`src/rtl/phase_timer_if.sv`:
```
// Control/status bundle for phase_timer. The controller drives the
// request and duration fields; the timer drives status and done pulses.
interface phase_timer_if #(
  parameter int NUM_PHASES = 3,
  parameter int CNT_W      = 28,
  parameter int PH_W       = $clog2(NUM_PHASES)
) ();

  logic                        start;
  logic                        abort;
  logic                        enable;
  logic                        loop;
  logic [NUM_PHASES*CNT_W-1:0] dur;
  logic                        busy;
  logic [PH_W-1:0]             phase;
  logic [CNT_W-1:0]            remaining;
  logic                        phase_done;
  logic                        seq_done;

  modport master (
    output start, abort, enable, loop, dur,
    input  busy, phase, remaining, phase_done, seq_done
  );

  modport slave (
    input  start, abort, enable, loop, dur,
    output busy, phase, remaining, phase_done, seq_done
  );

endinterface

```
`src/rtl/phase_timer.sv`:
```
// Sequencer that walks through NUM_PHASES timed phases. Each phase k lasts
// dur[k]+1 enabled cycles; the duration is latched on phase entry so the
// controller may rewrite dur while a phase is running. Done pulses are
// registered and appear in the first cycle of the following phase.
module phase_timer #(
  parameter int NUM_PHASES = 3,
  parameter int CNT_W      = 28,
  parameter int PH_W       = $clog2(NUM_PHASES)
) (
  input  logic         clk,
  input  logic         rst_n,
  phase_timer_if.slave tmr
);

  typedef enum logic [1:0] {
    IDLE  = 2'd0,
    RUN   = 2'd1,
    PAUSE = 2'd2
  } state_t;

  localparam logic [PH_W-1:0] LAST_PH = PH_W'(NUM_PHASES - 1);

  state_t           state_reg, state_next;
  logic [PH_W-1:0]  phase_reg, phase_next;
  logic [CNT_W-1:0] rem_reg, rem_next;
  logic             phase_done_reg, phase_done_next;
  logic             seq_done_reg, seq_done_next;

  logic [CNT_W-1:0] dur_arr [NUM_PHASES];
  logic [PH_W-1:0]  phase_inc;

  // Unpack the flat duration bus into one entry per phase.
  for (genvar gi = 0; gi < NUM_PHASES; gi++) begin : g_dur
    assign dur_arr[gi] = tmr.dur[gi*CNT_W +: CNT_W];
  end

  assign phase_inc = phase_reg + PH_W'(1);

  // State, counters and done pulses; reset clears everything at once.
  always_ff @(posedge clk or negedge rst_n) begin
    if (!rst_n) begin
      state_reg      <= IDLE;
      phase_reg      <= '0;
      rem_reg        <= '0;
      phase_done_reg <= 1'b0;
      seq_done_reg   <= 1'b0;
    end else begin
      state_reg      <= state_next;
      phase_reg      <= phase_next;
      rem_reg        <= rem_next;
      phase_done_reg <= phase_done_next;
      seq_done_reg   <= seq_done_next;
    end
  end

  // Next-state logic: abort beats start, start beats expiry, and an
  // enabled cycle in PAUSE counts just like one in RUN so a pause delays
  // the schedule by exactly the number of disabled cycles.
  always_comb begin
    state_next      = state_reg;
    phase_next      = phase_reg;
    rem_next        = rem_reg;
    phase_done_next = 1'b0;
    seq_done_next   = 1'b0;

    if (tmr.abort) begin
      state_next = IDLE;
      phase_next = '0;
      rem_next   = '0;
    end else if (tmr.start) begin
      state_next = RUN;
      phase_next = '0;
      rem_next   = dur_arr[0];
    end else begin
      case (state_reg)
        IDLE: begin
          phase_next = '0;
          rem_next   = '0;
        end
        RUN, PAUSE: begin
          if (!tmr.enable) begin
            state_next = PAUSE;
          end else begin
            state_next = RUN;
            if (rem_reg != '0) begin
              rem_next = rem_reg - CNT_W'(1);
            end else begin
              phase_done_next = 1'b1;
              if (phase_reg == LAST_PH) begin
                seq_done_next = 1'b1;
                if (tmr.loop) begin
                  phase_next = '0;
                  rem_next   = dur_arr[0];
                end else begin
                  state_next = IDLE;
                  phase_next = '0;
                  rem_next   = '0;
                end
              end else begin
                phase_next = phase_inc;
                rem_next   = dur_arr[phase_inc];
              end
            end
          end
        end
        default: begin
          state_next = IDLE;
          phase_next = '0;
          rem_next   = '0;
        end
      endcase
    end
  end

  assign tmr.busy       = (state_reg != IDLE);
  assign tmr.phase      = phase_reg;
  assign tmr.remaining  = rem_reg;
  assign tmr.phase_done = phase_done_reg;
  assign tmr.seq_done   = seq_done_reg;

endmodule

```
`src/flat_wrapper.sv`:
```
// flat-port wrapper written by rule: the top's interface ports become plain ports
module phase_timer_flat 
#(
  parameter int NUM_PHASES = 3,
  parameter int CNT_W      = 28,
  parameter int PH_W       = $clog2(NUM_PHASES)
)
  (clk, rst_n, tmr_start, tmr_abort, tmr_enable, tmr_loop, tmr_dur, tmr_busy, tmr_phase, tmr_remaining, tmr_phase_done, tmr_seq_done);
  phase_timer_if #(.NUM_PHASES(NUM_PHASES), .CNT_W(CNT_W), .PH_W(PH_W)) tmr_i ();
  input  logic clk;
  input  logic rst_n;
  input wire logic [$bits(tmr_i.start)-1:0] tmr_start;
  input wire logic [$bits(tmr_i.abort)-1:0] tmr_abort;
  input wire logic [$bits(tmr_i.enable)-1:0] tmr_enable;
  input wire logic [$bits(tmr_i.loop)-1:0] tmr_loop;
  input wire logic [$bits(tmr_i.dur)-1:0] tmr_dur;
  output wire logic [$bits(tmr_i.busy)-1:0] tmr_busy;
  output wire logic [$bits(tmr_i.phase)-1:0] tmr_phase;
  output wire logic [$bits(tmr_i.remaining)-1:0] tmr_remaining;
  output wire logic [$bits(tmr_i.phase_done)-1:0] tmr_phase_done;
  output wire logic [$bits(tmr_i.seq_done)-1:0] tmr_seq_done;
  assign tmr_i.start = tmr_start;
  assign tmr_i.abort = tmr_abort;
  assign tmr_i.enable = tmr_enable;
  assign tmr_i.loop = tmr_loop;
  assign tmr_i.dur = tmr_dur;
  assign tmr_busy = tmr_i.busy;
  assign tmr_phase = tmr_i.phase;
  assign tmr_remaining = tmr_i.remaining;
  assign tmr_phase_done = tmr_i.phase_done;
  assign tmr_seq_done = tmr_i.seq_done;
  phase_timer #(.NUM_PHASES(NUM_PHASES), .CNT_W(CNT_W), .PH_W(PH_W)) u_core (.clk(clk), .rst_n(rst_n), .tmr(tmr_i));
endmodule
```
`config.mk`:
```
export PLATFORM = sky130hd
export DESIGN_NAME = phase_timer_flat
export DESIGN_NICKNAME = d
export VERILOG_FILES = /design/src/rtl/phase_timer_if.sv /design/src/rtl/phase_timer.sv /design/src/flat_wrapper.sv
export SDC_FILE = /design/constraint.sdc
export NUM_CORES = 1
export LEC_CHECK = 0
export CAP_MARGIN = 20
export CORE_MARGIN = 2
export CORE_UTILIZATION = 43
export CTS_BUF_LIST = sky130_fd_sc_hd__clkbuf_16
export DETAILED_ROUTE_END_ITERATION = 8
export GPL_ROUTABILITY_DRIVEN = 1
export PLACE_DENSITY = 0.85
export SKIP_LAST_GASP = 1
export SLEW_MARGIN = 20
export SYNTH_ARGS = -nofsm -noshare
export SYNTH_HDL_FRONTEND = slang
export SYNTH_SLANG_ARGS = --single-unit
```
`constraint.sdc`:
```
create_clock -name clk -period 3.5 [get_ports clk]
set_clock_uncertainty 0.1 [all_clocks]
set_input_delay 0.7 -clock clk [delete_from_list [all_inputs] [get_ports clk]]
set_output_delay 0.7 -clock clk [all_outputs]
set_load 0.005 [all_outputs]
```
==> impl_metrics.json, run 1 <==
{
  "combinationalPowerShare": 0.316,
  "netlist.area_leader.share": 0.300,
  "hpwl_um": 7510,
  "setup_slack_ns": 0.521,
  "flops": 34,
  "avgSynthCellArea_um2": 8.82,
  "tightest_slew_ns": 0.987,
  "clock_latency_ns": 0.28,
  "overflow": 0,
  "nNonClkBuffers": 134,
  "status": "finished clean",
  "yosys_area_um2": 2840,
  "htree_levels": 2,
  "fin_cells": 517,
  "synth_top_flop_cell": "dfrtp_1",
  "hold_viol_final": 0,
  "nClkBuffers": 5,
  "vias": 3420,
  "grt_max_degree": 35,
  "fp_nets": 417,
  "async_reset_ff_frac": 1.00,
  "muxShareOfSynthArea": 0.0476,
  "rsz0062_at_grt": "false",
  "multi_input_comb_cells": 253,
  "power_density_nw_per_um2": 290,
  "nets": 535,
  "cts_tree": "done",
  "num_antenna_cells": 0,
  "tap_cells": 77,
  "cts_root_buffer": "clkbuf_16",
  "ys_sh_adder": 0.0220,
  "maxCapViolations": 0,
  "layout_top_cell": "clkdlybuf4s50_1",
  "swShare": 0.294,
  "inv_count": 12,
  "wirelength_um": 10300,
  "placed_cells": 510,
  "crit_family": "AND-OR/OR-AND gates",
  "cts_made_buffers": 5,
  "ir_drop_uv": 206,
  "max_stage_delay_ns": 0.74,
  "yosysUniqueCellTypes": 62,
  "die_w_um": 85.3,
  "reg2reg_from": "u_core.tmr.phase[0]",
  "warning_count": 28,
  "ant_nets": 0,
  "postCtsSetupBuffers": 0,
  "yosysWarnings": 0,
  "path_clk_slew_ns": 0.05,
  "endpoint_kind": "flip-flop",
  "drive_gt1_frac": 0.0886,
  "leakage_nw": 1.63,
  "r2r_end": "u_core.tmr.remaining[14]",
  "crit_type": "flip-flop to flip-flop",
  "fillers": 475,
  "seq_power_share": 0.358,
  "yosys_cells": 322,
  "rr_worst_depth": 7,
  "grt_pass1_wl_um": 16200,
  "ctsResizeCount": 0,
  "largest_register_ffs": 28,
  "fp.dieH_um": 85.3,
  "syn_to_final_growth_pct": 51.3,
  "layout_min_cycle_time_ns": 2.98,
  "drv_slew": 0,
  "start_kind": "flip-flop",
  "synthesis.instances": 322,
  "clk_share": 0.0309,
  "critPathBufInv": 2,
  "netlist_area_um2": 2840,
  "gp_congestion": 1.00,
  "setup_viol": 0,
  "pre_cts_ws_ns": 0.528,
  "yosys-top-cells-area": "dfrtp_1, a222oi_1, a22oi_1",
  "drt_iter0_markers": 330,
  "cp.arrival_ns": 3.09,
  "synth_flop_count": 34,
  "initCoreUtil": 0.447,
  "fin_crit_sh": 0.851,
  "largestClassByArea": "multi-input combinational cells",
  "top_area_cell": "dfrtp_1",
  "seq_area_um2": 851,
  "post_drt_wl_per_cell_um": 19.9,
  "core_um2": 6350,
  "clock-sinks": 34,
  "required_ns": 3.61,
  "power.internal_uw": 882,
  "postPlaceCellArea_um2": 4160,
  "clk_path_buf_depth": 2,
  "path_cells": "inv_1 > ha_1 > o31ai_4 > buf_4 > a222oi_1 > a2111o_1 > nand2_1",
  "comb_area_frac": 0.434,
  "edf_count": 0,
  "tns_ns": 0,
  "aoi_share": 0.332,
  "multiInputGateArea_um2": 1870,
  "ioPinCount": 123,
  "slew_headroom": 0.336,
  "gr-usage-all-layers": 0.277,
  "port_buffers": 122,
  "drcViolationCount": 0,
  "drtPass1Iterations": 8,
  "min_path_type": "primary input to asynchronous set/reset pin",
  "antenna_found_initial": 0,
  "synthSimpleGateAreaFrac": 0.219,
  "max_freq_mhz": 336,
  "top_cell": "dfrtp_1",
  "ff2ff_setup_slack_ns": 0.52,
  "top_cells_by_count": "dfrtp_1, a222oi_1, a22oi_1, nand2_1, o21ai_0",
  "pwr-share-clk": 0.326,
  "xor_share": 0.0278,
  "final_layout_top_logic_cells": "clkdlybuf4s50_1, dfrtp_1, a222oi_1, a22oi_1",
  "first_global_vias": 3301,
  "cts_hold_buf": 0,
  "ys_seq_share": 0.300,
  "viasPerCell": 6.62,
  "buf_share": 0.304,
  "die_area_um2": 7270,
  "final_area_um2": 4300,
  "crit_slowest_cell": "o31ai_4",
  "cp_max_fo": 14,
  "top_logic_kind": "AND-OR/OR-AND gates",
  "switchingPower_uw": 367
}
==> run 1: per-stage QoR <==
| step | hold slack [ns] | util | power, mW |
|---|---|---|---|
| 6_report | 0.414 | 0.677 | 1.25 |
| 5_1_grt | 0.477 | 0.677 | 1.31 |
| 2_1_floorplan | 0.304 | - | 0.633 |
| 3_3_place_gp | 0.425 | 0.656 | 0.829 |
| 3_5_place_dp | 0.445 | 0.656 | 0.840 |
| 4_1_cts | 0.438 | 0.677 | 1.25 |
==> run 1: worst max-delay path by stage <==
stage	from	to	slack [ns]	cells after the start
after global routing	u_core.tmr.phase[0]	u_core.tmr.remaining[18]	0.40	6
after detailed placement	tmr_start	u_core.tmr.remaining[27]	0.53	7
after global placement	tmr_start	u_core.tmr.remaining[20]	0.60	7
after CTS	u_core.tmr.phase[0]	u_core.tmr.remaining[14]	0.57	7
after floorplan	u_core.tmr.phase[0]	u_core.tmr.remaining[14]	0.92	9
final	u_core.tmr.phase[0]	u_core.tmr.remaining[14]	0.52	7
==> run 1: power groups by stage <==
stage / clock, mW / combinational [mW] / sequential, mW
floorplan: 0 / 0.189 / 0.444
CTS: 0.412 / 0.392 / 0.446
global route: 0.430 / 0.425 / 0.450
finish: 0.406 / 0.395 / 0.447
detailed placement: 0 / 0.388 / 0.452
global placement: 0 / 0.378 / 0.451
==> run 1: worst reg2reg max path: stages, from the launching register on <==
cell and delay (ns):
dfrtp_1 0.56, inv_1 0.18, ha_1 0.48, o31ai_4 0.74
buf_4 0.27, a222oi_1 0.08, a2111o_1 0.42, nand2_1 0.07
==> run 1: layer usage <==
layer,GRT usage,wire length [um]
met1,0.360,4070
met2,0.457,5080
met3,0.0593,982
met4,0.0938,148
met5,0,0
run_1/pdn.png
Bar = 20 um. Pins as bars on the die edge.
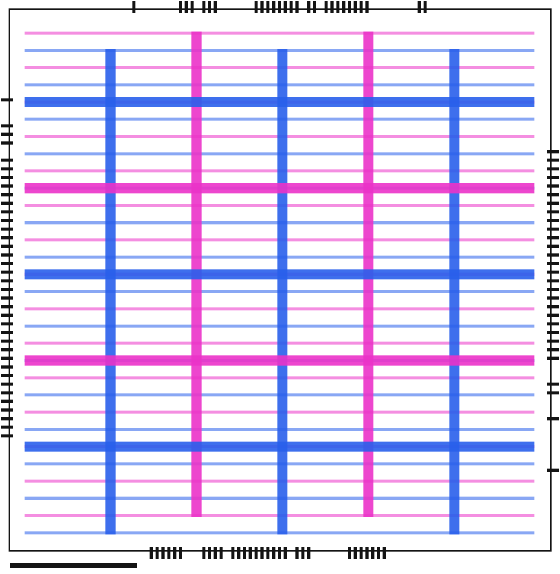
legend:
  blue:
    net: VSS
  magenta:
    net: VDD
met5 straps: 5
signal pins: 123
met1 rails: 30
met4 straps: 5

run_1/cell_classes.png
Bar = 20 um.
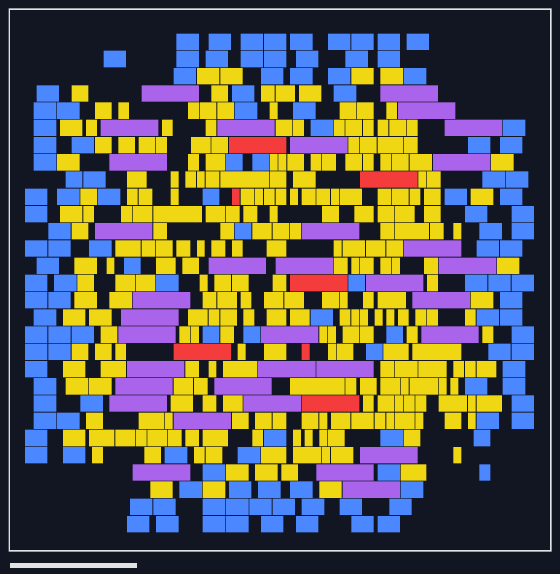
legend:
  blue:
    class: other buffers and delay cells
    cells: 134
    share_of_their_area: 31%
  purple:
    class: flip-flops
    cells: 34
    share_of_their_area: 20%
  red:
    class: clock drivers and dummy loads
    cells: 7
    share_of_their_area: 3.2%
  yellow:
    class: all other logic
    cells: 265
    share_of_their_area: 45%
# rows: 29
fraction of area in registers: 0.198

run_1/clock_map.png
Bar = 20 um.
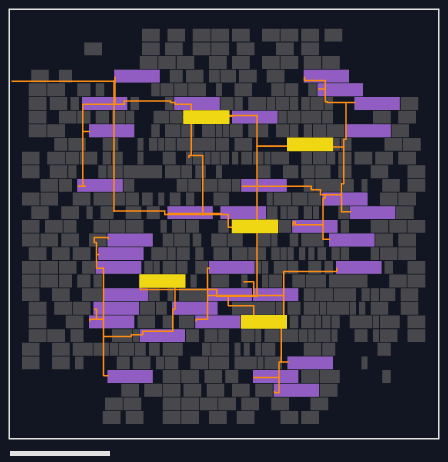
legend:
  purple:
    item: flip-flops
    count: 34
  orange:
    item: clock wires
    length: 485 um
  yellow:
    item: cells driving clock nets
    count: 5
routed clock nets: 6

==> run 1 -> run 2 <==
--- a/config.mk
+++ b/config.mk
@@ -6,9 +6,10 @@
 export NUM_CORES = 1
 export LEC_CHECK = 0
 export CAP_MARGIN = 20
-export CORE_MARGIN = 2
+export CORE_MARGIN = 4
 export CORE_UTILIZATION = 43
 export CTS_BUF_LIST = sky130_fd_sc_hd__clkbuf_16
+export CTS_CLUSTER_SIZE = 14
 export DETAILED_ROUTE_END_ITERATION = 8
 export GPL_ROUTABILITY_DRIVEN = 1
 export PLACE_DENSITY = 0.85
run_2/metal_stack.png
Only two layers are drawn.
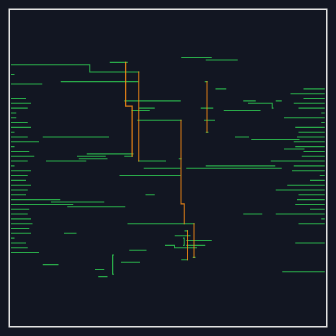
legend:
  orange:
    layer: met4
    wire_length: 116 um
  green:
    layer: met3
    wire_length: 827 um

run_2/clock_map.png
Bar = 20 um.
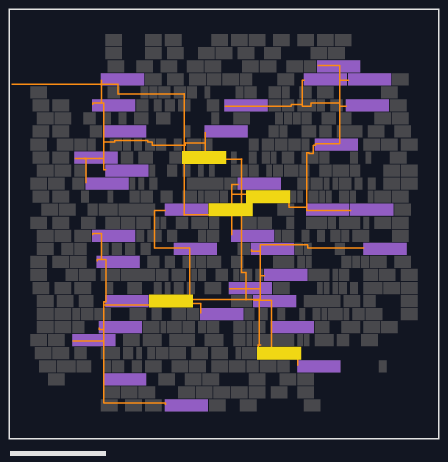
legend:
  purple:
    item: flip-flops
    count: 34
  yellow:
    item: cells driving clock nets
    count: 5
  orange:
    item: clock wires
    length: 506 um
routed clock nets: 6

==> impl_metrics.json, run 2 <==
{
  "status": "finished clean",
  "clock_latency_ns": 0.28,
  "top_logic_kind": "AND-OR/OR-AND gates",
  "rr_worst_depth": 7,
  "yosys_cells": 322,
  "top_area_cell": "dfrtp_1",
  "cp_max_fo": 12,
  "leakage_nw": 1.63,
  "cp-startpoint": "u_core.tmr.phase[0]",
  "aoi_share": 0.332,
  "required_ns": 3.57,
  "cp-endpoint": "u_core.tmr.remaining[27]",
  "hpwl_um": 7700,
  "grt_use_met3": 0.0415,
  "gp_congestion": 0.925,
  "maxCapViolations": 0,
  "final_area_um2": 4320,
  "start_kind": "flip-flop",
  "netlist_area_um2": 2840,
  "htree_levels": 2,
  "rsz0062_at_grt": "false",
  "antenna_found_initial": 0,
  "grt-busiest-layer": "met2",
  "pre_cts_ws_ns": 0.567,
  "ir_drop_uv": 197,
  "ant_nets": 0,
  "ys_sh_adder": 0.0220,
  "highest_layer": "met4",
  "edf_count": 0,
  "path_clk_slew_ns": 0.06,
  "synthSimpleGateAreaFrac": 0.219,
  "met2WireLength_um": 5040,
  "async_reset_ff_frac": 1.00,
  "synth_flop_count": 34,
  "yosysWarnings": 0,
  "xor_share": 0.0278,
  "yosys_area_um2": 2840,
  "cts_made_buffers": 5,
  "fp_nets": 417,
  "power.total_mw": 1.26,
  "crit_type": "flip-flop to flip-flop",
  "first_global_vias": 3303,
  "grt_use_met2": 0.447,
  "placed_cells": 511,
  "die_area_um2": 7970,
  "power_density_nw_per_um2": 291,
  "final_layout_top_logic_cells": "clkdlybuf4s50_1, dfrtp_1, a222oi_1, a22oi_1",
  "synthesis.instances": 322,
  "ff2ff_setup_slack_ns": 0.51,
  "nets": 536,
  "layout_top_cell": "clkdlybuf4s50_1",
  "drive_gt1_frac": 0.0975,
  "r2r_end": "u_core.tmr.remaining[27]",
  "num_antenna_cells": 0,
  "top_cells_by_count": "dfrtp_1, a222oi_1, a22oi_1, nand2_1, o21ai_0",
  "wirelength_um": 10400,
  "reg2reg_from": "u_core.tmr.phase[0]",
  "avgSynthCellArea_um2": 8.82,
  "cts_root_buffer": "clkbuf_16",
  "row_count": 29,
  "setup_viol": 0,
  "top_cell": "dfrtp_1",
  "drt-met1-wl_um": 4420,
  "drv_slew": 0,
  "syn_to_final_growth_pct": 52.2,
  "cts_hold_buf": 0,
  "ioPinCount": 123,
  "fin_crit_sh": 0.854,
  "yosys-top-cells-area": "dfrtp_1, a222oi_1, a22oi_1",
  "vias": 3393,
  "drt_iter0_markers": 304,
  "warning_count": 28,
  "whs_ns": 0.413,
  "postPlaceCellArea_um2": 4190,
  "gr-usage-all-layers": 0.265,
  "post_drt_wl_per_cell_um": 20.1,
  "viasPerCell": 6.55,
  "yosysUniqueCellTypes": 62,
  "grt_pass1_wl_um": 16500,
  "setup_slack_ns": 0.511,
  "overflow": 0,
  "clock-sinks": 34,
  "muxShareOfSynthArea": 0.0476,
  "drtPass1Iterations": 8,
  "port_buffers": 122,
  "fp.dieH_um": 89.3,
  "grt_max_degree": 35,
  "cts_tree": "done",
  "gr-usage-met1": 0.360,
  "tns_ns": 0,
  "synth_top_flop_cell": "dfrtp_1",
  "finish.utilization": 0.677,
  "layout_min_cycle_time_ns": 2.99,
  "die_w_um": 89.3,
  "netlist.area_leader.share": 0.300,
  "initCoreUtil": 0.445,
  "endpoint_kind": "flip-flop",
  "hold_viol_final": 0,
  "tightest_slew_ns": 0.801,
  "met3_length_um": 827,
  "largest_register_ffs": 28,
  "ctsResizeCount": 0,
  "drcViolationCount": 0,
  "ys_seq_share": 0.300,
  "fillers": 519,
  "postCtsSetupBuffers": 0,
  "slew_headroom": 0.466,
  "max_freq_mhz": 335,
  "clk_path_buf_depth": 2,
  "cp.arrival_ns": 3.06,
  "min_path_type": "primary input to asynchronous set/reset pin"
}
run_2/final_placement.png
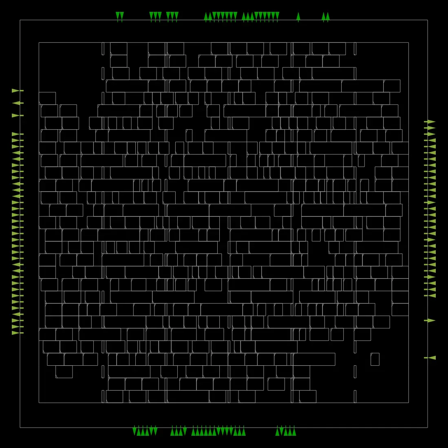
core region area: 6390 um2
Well Taps: 77
Final Instance Count excl. Fillers: 518
registers: 34

## run 2: cell counts after synthesis
No cell type changed its count.
## run 2: worst min-delay path by stage
stage,end,from,depth (start not counted),slack (ns)
final,u_core.tmr.remaining[2],rst_n,1,0.41
after CTS,u_core.state_reg[0],rst_n,1,0.44
after floorplan,u_core.state_reg[0],rst_n,0,0.30
after global routing,u_core.state_reg[1],u_core.state_reg[1],2,0.47
after global placement,u_core.state_reg[1],u_core.state_reg[1],2,0.43
after detailed placement,u_core.state_reg[1],u_core.state_reg[1],2,0.43
## run 2: layout make-up
class	instances	area (um2)	share of cell area
Tap cell	77	96.3	0.0223
Sequential cell	34	851	0.197
Multi-Input combinational cell	253	1870	0.432
Clock inverter	2	10.0	0.00232
Inverter	12	45.0	0.0104
Clock buffer	5	125	0.0290
Timing Repair Buffer	135	1330	0.307
## run 2: logic make-up (layout without fill, tap and decap cells)
group | after synthesis | after routing
AOI/OAI and AO/OA | 121 | 121
xor gates and xnor gates | 9 | 9
adders and majority gates | 5 | 5
buffers and inverters | 35 | 154
DFF | 34 | 34
muxes | 12 | 12
and+or+nand+nor | 106 | 106
## run 2: critical path: stages (launching register included)
cell and delay [ns]:
dfrtp_1 0.56, inv_1 0.18, ha_1 0.56, nand2_1 0.12
nor2_2 0.57, a222oi_1 0.24, a32o_1 0.27, o32ai_1 0.28
## run 2: power by group
| part | total (mW) | leakage (nW) | switching, mW | internal (mW) |
|---|---|---|---|---|
| clock | 0.418 | 0.0694 | 0.162 | 0.257 |
| combinational | 0.393 | 1.11 | 0.176 | 0.217 |
| sequential | 0.447 | 0.458 | 0.0356 | 0.411 |
| total | 1.26 | 1.63 | 0.374 | 0.885 |
Power figures rest on the tool's default switching activity, not on a simulated workload.
